$ cat config.mk
export PLATFORM = sky130hd
export DESIGN_NAME = exec_ctrl
export DESIGN_NICKNAME = d
export VERILOG_FILES = /design/src/rtl/exec_ctrl.sv
export SDC_FILE = /design/constraint.sdc
export NUM_CORES = 1
export LEC_CHECK = 0
export CAP_MARGIN = 20
export CORE_MARGIN = 2
export CORE_UTILIZATION = 47
export CTS_BUF_LIST = sky130_fd_sc_hd__clkbuf_8 sky130_fd_sc_hd__clkbuf_16
export DETAILED_ROUTE_END_ITERATION = 8
export GPL_TIMING_DRIVEN = 1
export PLACE_DENSITY = 0.82
export SETUP_SLACK_MARGIN = 0.4
export SYNTH_ARGS = -nofsm -noshare
export SYNTH_HDL_FRONTEND = slang
export SYNTH_SLANG_ARGS = --single-unit
$ cat constraint.sdc
create_clock -name clk -period 6.98 [get_ports clk]
set_input_delay 1.396 -clock clk [delete_from_list [all_inputs] [get_ports clk]]
set_output_delay 1.396 -clock clk [all_outputs]
set_load 0.01 [all_outputs]
$ cat src/rtl/exec_ctrl.sv
// Single-slot execute controller: holds one decoded instruction in EX, resolves
// read-after-write hazards by a one-cycle stall, registers writeback and fetch redirects.
module exec_ctrl #(
  parameter int WIDTH            = 32,
  parameter int REG_WIDTH        = 5,
  parameter int INSTR_TYPE_WIDTH = 8,
  parameter int FLUSH_CYCLES     = 2
) (
  input  logic                        clk,
  input  logic                        reset,
  input  logic                        in_valid,
  output logic                        in_ready,
  input  logic [INSTR_TYPE_WIDTH-1:0] in_type,
  input  logic [REG_WIDTH-1:0]        in_rd,
  input  logic [REG_WIDTH-1:0]        in_rs1,
  input  logic [REG_WIDTH-1:0]        in_rs2,
  input  logic [WIDTH-1:0]            in_pc,
  input  logic [WIDTH-1:0]            in_imm,
  output logic [INSTR_TYPE_WIDTH-1:0] alu_type,
  output logic [WIDTH-1:0]            alu_pc,
  output logic [WIDTH-1:0]            alu_imm,
  output logic [REG_WIDTH-1:0]        alu_rs1_idx,
  output logic [REG_WIDTH-1:0]        alu_rs2_idx,
  input  logic [WIDTH-1:0]            alu_result,
  input  logic                        alu_taken,
  output logic                        wb_valid,
  output logic [REG_WIDTH-1:0]        wb_rd,
  output logic [WIDTH-1:0]            wb_data,
  output logic                        redirect_valid,
  output logic [WIDTH-1:0]            redirect_pc
);

  localparam logic [INSTR_TYPE_WIDTH-1:0] IS_ADD   = INSTR_TYPE_WIDTH'(1);
  localparam logic [INSTR_TYPE_WIDTH-1:0] IS_SUB   = INSTR_TYPE_WIDTH'(2);
  localparam logic [INSTR_TYPE_WIDTH-1:0] IS_AND   = INSTR_TYPE_WIDTH'(3);
  localparam logic [INSTR_TYPE_WIDTH-1:0] IS_OR    = INSTR_TYPE_WIDTH'(4);
  localparam logic [INSTR_TYPE_WIDTH-1:0] IS_XOR   = INSTR_TYPE_WIDTH'(5);
  localparam logic [INSTR_TYPE_WIDTH-1:0] IS_SLL   = INSTR_TYPE_WIDTH'(6);
  localparam logic [INSTR_TYPE_WIDTH-1:0] IS_SRL   = INSTR_TYPE_WIDTH'(7);
  localparam logic [INSTR_TYPE_WIDTH-1:0] IS_SRA   = INSTR_TYPE_WIDTH'(8);
  localparam logic [INSTR_TYPE_WIDTH-1:0] IS_SLT   = INSTR_TYPE_WIDTH'(9);
  localparam logic [INSTR_TYPE_WIDTH-1:0] IS_SLTU  = INSTR_TYPE_WIDTH'(10);
  localparam logic [INSTR_TYPE_WIDTH-1:0] IS_ADDI  = INSTR_TYPE_WIDTH'(11);
  localparam logic [INSTR_TYPE_WIDTH-1:0] IS_ANDI  = INSTR_TYPE_WIDTH'(12);
  localparam logic [INSTR_TYPE_WIDTH-1:0] IS_ORI   = INSTR_TYPE_WIDTH'(13);
  localparam logic [INSTR_TYPE_WIDTH-1:0] IS_XORI  = INSTR_TYPE_WIDTH'(14);
  localparam logic [INSTR_TYPE_WIDTH-1:0] IS_SLTI  = INSTR_TYPE_WIDTH'(15);
  localparam logic [INSTR_TYPE_WIDTH-1:0] IS_SLTIU = INSTR_TYPE_WIDTH'(16);
  localparam logic [INSTR_TYPE_WIDTH-1:0] IS_SLLI  = INSTR_TYPE_WIDTH'(17);
  localparam logic [INSTR_TYPE_WIDTH-1:0] IS_SRLI  = INSTR_TYPE_WIDTH'(18);
  localparam logic [INSTR_TYPE_WIDTH-1:0] IS_SRAI  = INSTR_TYPE_WIDTH'(19);
  localparam logic [INSTR_TYPE_WIDTH-1:0] IS_LUI   = INSTR_TYPE_WIDTH'(20);
  localparam logic [INSTR_TYPE_WIDTH-1:0] IS_AUIPC = INSTR_TYPE_WIDTH'(21);
  localparam logic [INSTR_TYPE_WIDTH-1:0] IS_JAL   = INSTR_TYPE_WIDTH'(22);
  localparam logic [INSTR_TYPE_WIDTH-1:0] IS_JALR  = INSTR_TYPE_WIDTH'(23);
  localparam logic [INSTR_TYPE_WIDTH-1:0] IS_BEQ   = INSTR_TYPE_WIDTH'(24);
  localparam logic [INSTR_TYPE_WIDTH-1:0] IS_BNE   = INSTR_TYPE_WIDTH'(25);
  localparam logic [INSTR_TYPE_WIDTH-1:0] IS_BLT   = INSTR_TYPE_WIDTH'(26);
  localparam logic [INSTR_TYPE_WIDTH-1:0] IS_BGE   = INSTR_TYPE_WIDTH'(27);
  localparam logic [INSTR_TYPE_WIDTH-1:0] IS_BLTU  = INSTR_TYPE_WIDTH'(28);
  localparam logic [INSTR_TYPE_WIDTH-1:0] IS_BGEU  = INSTR_TYPE_WIDTH'(29);

  localparam logic [1:0] ST_RUN   = 2'd0;
  localparam logic [1:0] ST_STALL = 2'd1;
  localparam logic [1:0] ST_FLUSH = 2'd2;

  localparam logic [3:0] FLUSH_LOAD = 4'(FLUSH_CYCLES - 1);

  function automatic logic is_branch(input logic [INSTR_TYPE_WIDTH-1:0] t);
    case (t)
      IS_BEQ, IS_BNE, IS_BLT, IS_BGE, IS_BLTU, IS_BGEU: is_branch = 1'b1;
      default:                                          is_branch = 1'b0;
    endcase
  endfunction

  function automatic logic is_jump(input logic [INSTR_TYPE_WIDTH-1:0] t);
    is_jump = (t == IS_JAL) || (t == IS_JALR);
  endfunction

  // Unknown codes fall to default so they travel through EX without side effects.
  function automatic logic writes_rd(input logic [INSTR_TYPE_WIDTH-1:0] t);
    case (t)
      IS_ADD, IS_SUB, IS_AND, IS_OR, IS_XOR, IS_SLL, IS_SRL, IS_SRA,
      IS_SLT, IS_SLTU, IS_ADDI, IS_ANDI, IS_ORI, IS_XORI, IS_SLTI,
      IS_SLTIU, IS_SLLI, IS_SRLI, IS_SRAI, IS_LUI, IS_AUIPC,
      IS_JAL, IS_JALR: writes_rd = 1'b1;
      default:         writes_rd = 1'b0;
    endcase
  endfunction

  logic [1:0]                  state_q, state_d;
  logic [3:0]                  flush_cnt_q, flush_cnt_d;
  logic                        ex_valid_q, ex_valid_d;
  logic [INSTR_TYPE_WIDTH-1:0] ex_type_q;
  logic [REG_WIDTH-1:0]        ex_rd_q, ex_rs1_q, ex_rs2_q;
  logic [WIDTH-1:0]            ex_pc_q, ex_imm_q;

  logic                        wb_valid_q, wb_valid_d;
  logic [REG_WIDTH-1:0]        wb_rd_q, wb_rd_d;
  logic [WIDTH-1:0]            wb_data_q, wb_data_d;
  logic                        redir_valid_q, redir_valid_d;
  logic [WIDTH-1:0]            redir_pc_q, redir_pc_d;

  logic ex_writes, ex_ctrl_flow, redirect_now, hazard, accept, load_ex;
  logic [WIDTH-1:0] redir_target;

  always_comb begin
    ex_writes    = ex_valid_q && writes_rd(ex_type_q) && (ex_rd_q != '0);
    ex_ctrl_flow = ex_valid_q && (is_branch(ex_type_q) || is_jump(ex_type_q));
    redirect_now = ex_ctrl_flow && alu_taken;
    hazard       = (state_q == ST_RUN) && ex_writes &&
                   ((in_rs1 == ex_rd_q) || (in_rs2 == ex_rd_q));
    // A redirecting cycle discards whatever arrives, so a hazard there is moot.
    in_ready     = !(hazard && !redirect_now);
    accept       = in_valid && in_ready;
    load_ex      = accept && (state_q != ST_FLUSH) && !redirect_now;
  end

  always_comb begin
    redir_target = ex_pc_q + ex_imm_q;
    if (ex_type_q == IS_JAL) begin
      redir_target = alu_result;
    end else if (ex_type_q == IS_JALR) begin
      redir_target = alu_result & ~WIDTH'(1);
    end
  end

  always_comb begin
    state_d     = state_q;
    flush_cnt_d = flush_cnt_q;
    if (redirect_now) begin
      // The slot alongside the redirect is the first discarded one.
      if (FLUSH_CYCLES > 1) begin
        state_d     = ST_FLUSH;
        flush_cnt_d = FLUSH_LOAD;
      end else begin
        state_d     = ST_RUN;
        flush_cnt_d = 4'd0;
      end
    end else begin
      case (state_q)
        ST_RUN: begin
          if (hazard && in_valid) state_d = ST_STALL;
        end
        ST_STALL: state_d = ST_RUN;
        ST_FLUSH: begin
          flush_cnt_d = flush_cnt_q - 4'd1;
          if (flush_cnt_q <= 4'd1) begin
            state_d     = ST_RUN;
            flush_cnt_d = 4'd0;
          end
        end
        default: state_d = ST_RUN;
      endcase
    end
  end

  always_comb begin
    ex_valid_d    = load_ex;
    wb_valid_d    = ex_writes;
    wb_rd_d       = ex_writes ? ex_rd_q : '0;
    wb_data_d     = '0;
    if (ex_writes) begin
      wb_data_d = is_jump(ex_type_q) ? (ex_pc_q + WIDTH'(4)) : alu_result;
    end
    redir_valid_d = redirect_now;
    redir_pc_d    = redirect_now ? redir_target : '0;
  end

  always_ff @(posedge clk or negedge reset) begin
    if (!reset) begin
      state_q       <= ST_RUN;
      flush_cnt_q   <= 4'd0;
      ex_valid_q    <= 1'b0;
      wb_valid_q    <= 1'b0;
      wb_rd_q       <= '0;
      wb_data_q     <= '0;
      redir_valid_q <= 1'b0;
      redir_pc_q    <= '0;
    end else begin
      state_q       <= state_d;
      flush_cnt_q   <= flush_cnt_d;
      ex_valid_q    <= ex_valid_d;
      wb_valid_q    <= wb_valid_d;
      wb_rd_q       <= wb_rd_d;
      wb_data_q     <= wb_data_d;
      redir_valid_q <= redir_valid_d;
      redir_pc_q    <= redir_pc_d;
    end
  end

  // EX payload is qualified by ex_valid_q everywhere, so it needs no reset.
  always_ff @(posedge clk) begin
    if (load_ex) begin
      ex_type_q <= in_type;
      ex_rd_q   <= in_rd;
      ex_rs1_q  <= in_rs1;
      ex_rs2_q  <= in_rs2;
      ex_pc_q   <= in_pc;
      ex_imm_q  <= in_imm;
    end
  end

  assign alu_type       = ex_valid_q ? ex_type_q : '0;
  assign alu_pc         = ex_valid_q ? ex_pc_q   : '0;
  assign alu_imm        = ex_valid_q ? ex_imm_q  : '0;
  assign alu_rs1_idx    = ex_valid_q ? ex_rs1_q  : '0;
  assign alu_rs2_idx    = ex_valid_q ? ex_rs2_q  : '0;
  assign wb_valid       = wb_valid_q;
  assign wb_rd          = wb_rd_q;
  assign wb_data        = wb_data_q;
  assign redirect_valid = redir_valid_q;
  assign redirect_pc    = redir_pc_q;

endmodule

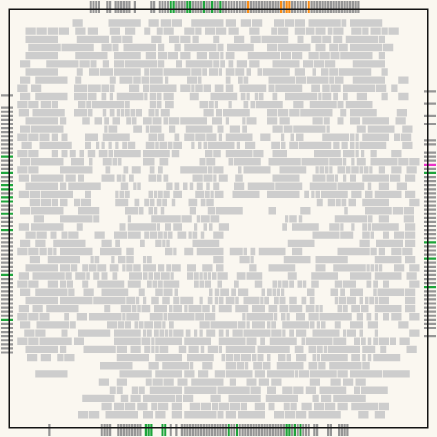
Figure 1: ports around the boundary.
Drawn at 3 px/um. Pins as bars across the die edge, other pins in grey.
Magenta shows in_ready, pins 1, direction output, edge east. Green shows alu_pc, pins 32, direction output, edge 11 south, 10 west, 7 north, 4 east. Orange shows in_rd, pins 5, direction input, edge north.
Die W: 139.0 um
Port Buffer Count: 276
Die H: 139.0 um

==> Changelog: implementation <==
## Implementation

* Vias in the first global route at 7,209
* Worst-path maximum fanout at 2
* RSZ-0062 raised after global routing: false
* Worst-margin pin slew at 0.8128 ns
* Critical Path Source: in_rs1[1]
* DR WL met3 at 1581 um
* Largest area contributor in the netlist: edfxtp_1
* # IOs at 277
* Routed len/inst at 19.23 um
* CTS resizes at 0
* Global route hottest layer: met2
* Clock tree from TritonCTS: yes
* Max power group: sequential cells
* Tapcells at 229
* Top cell category: flip-flops and latches
* Number of enable flip-flop cells at 87
* Switching Share at 0.2659
* Comb pwr at 444 uW
* Largest net degree at the start of global routing at 84
* Cell Area, Synth at 0.008563 mm^2
* Logic area at 0.003819 mm^2
* Syn. warnings at 0
* All-Layer GR Usage at 0.2632
* Layout cell share with drive strength beyond 1 at 0.05109
* Synth top area cells: edfxtp_1 31%, dfrtp_1 23%, and2_1 6.5%
* Top logic family: simple AND/OR/NAND/NOR gates
* Switch Pwr at 654.5 uW
* Critical Path RT at 5.58 ns
* Total power after layout at 2.462 mW
* FILL cells at 1,407
* Synth Seq Share at 0.5354
* Status: complete, no violations
* Hold Buf Count CTS at 0
* Power Density at 201.9 mW/mm^2
* Sequential Power Share at 0.453
* XOR-XNOR Cells, Area Fraction at 0.06648
* FF+latch area at 0.004586 mm^2
* CP endpoint: in_ready
* Initial DRC Count at 535
* Final WL at 25,510 um
* Fin cells at 1,327
* Number of remaining DRC errors at 0
* Yosys top cell by instances: and2_1
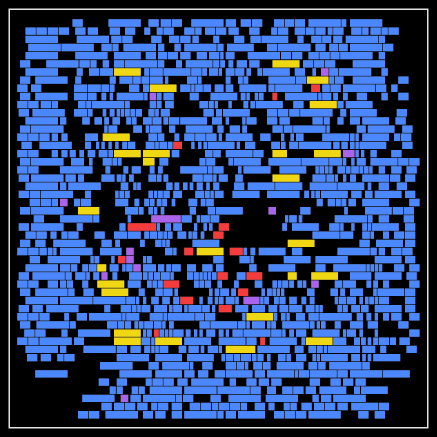
Figure 2: sizing map.
Drawn at 3 px/um.
Red shows drive 2, cells 17, share 1.6%. Purple shows drive 3 to 4, cells 13, share 1.2%. Yellow shows drive 6 and up, cells 26, share 2.4%. Blue shows drive 1 or less, cells 1,040, share 95%.
post-route cell area: 0.01219 mm^2
Layout area overhead: 42.34%

No activity file was given, so power comes from the tool's default toggle rates.
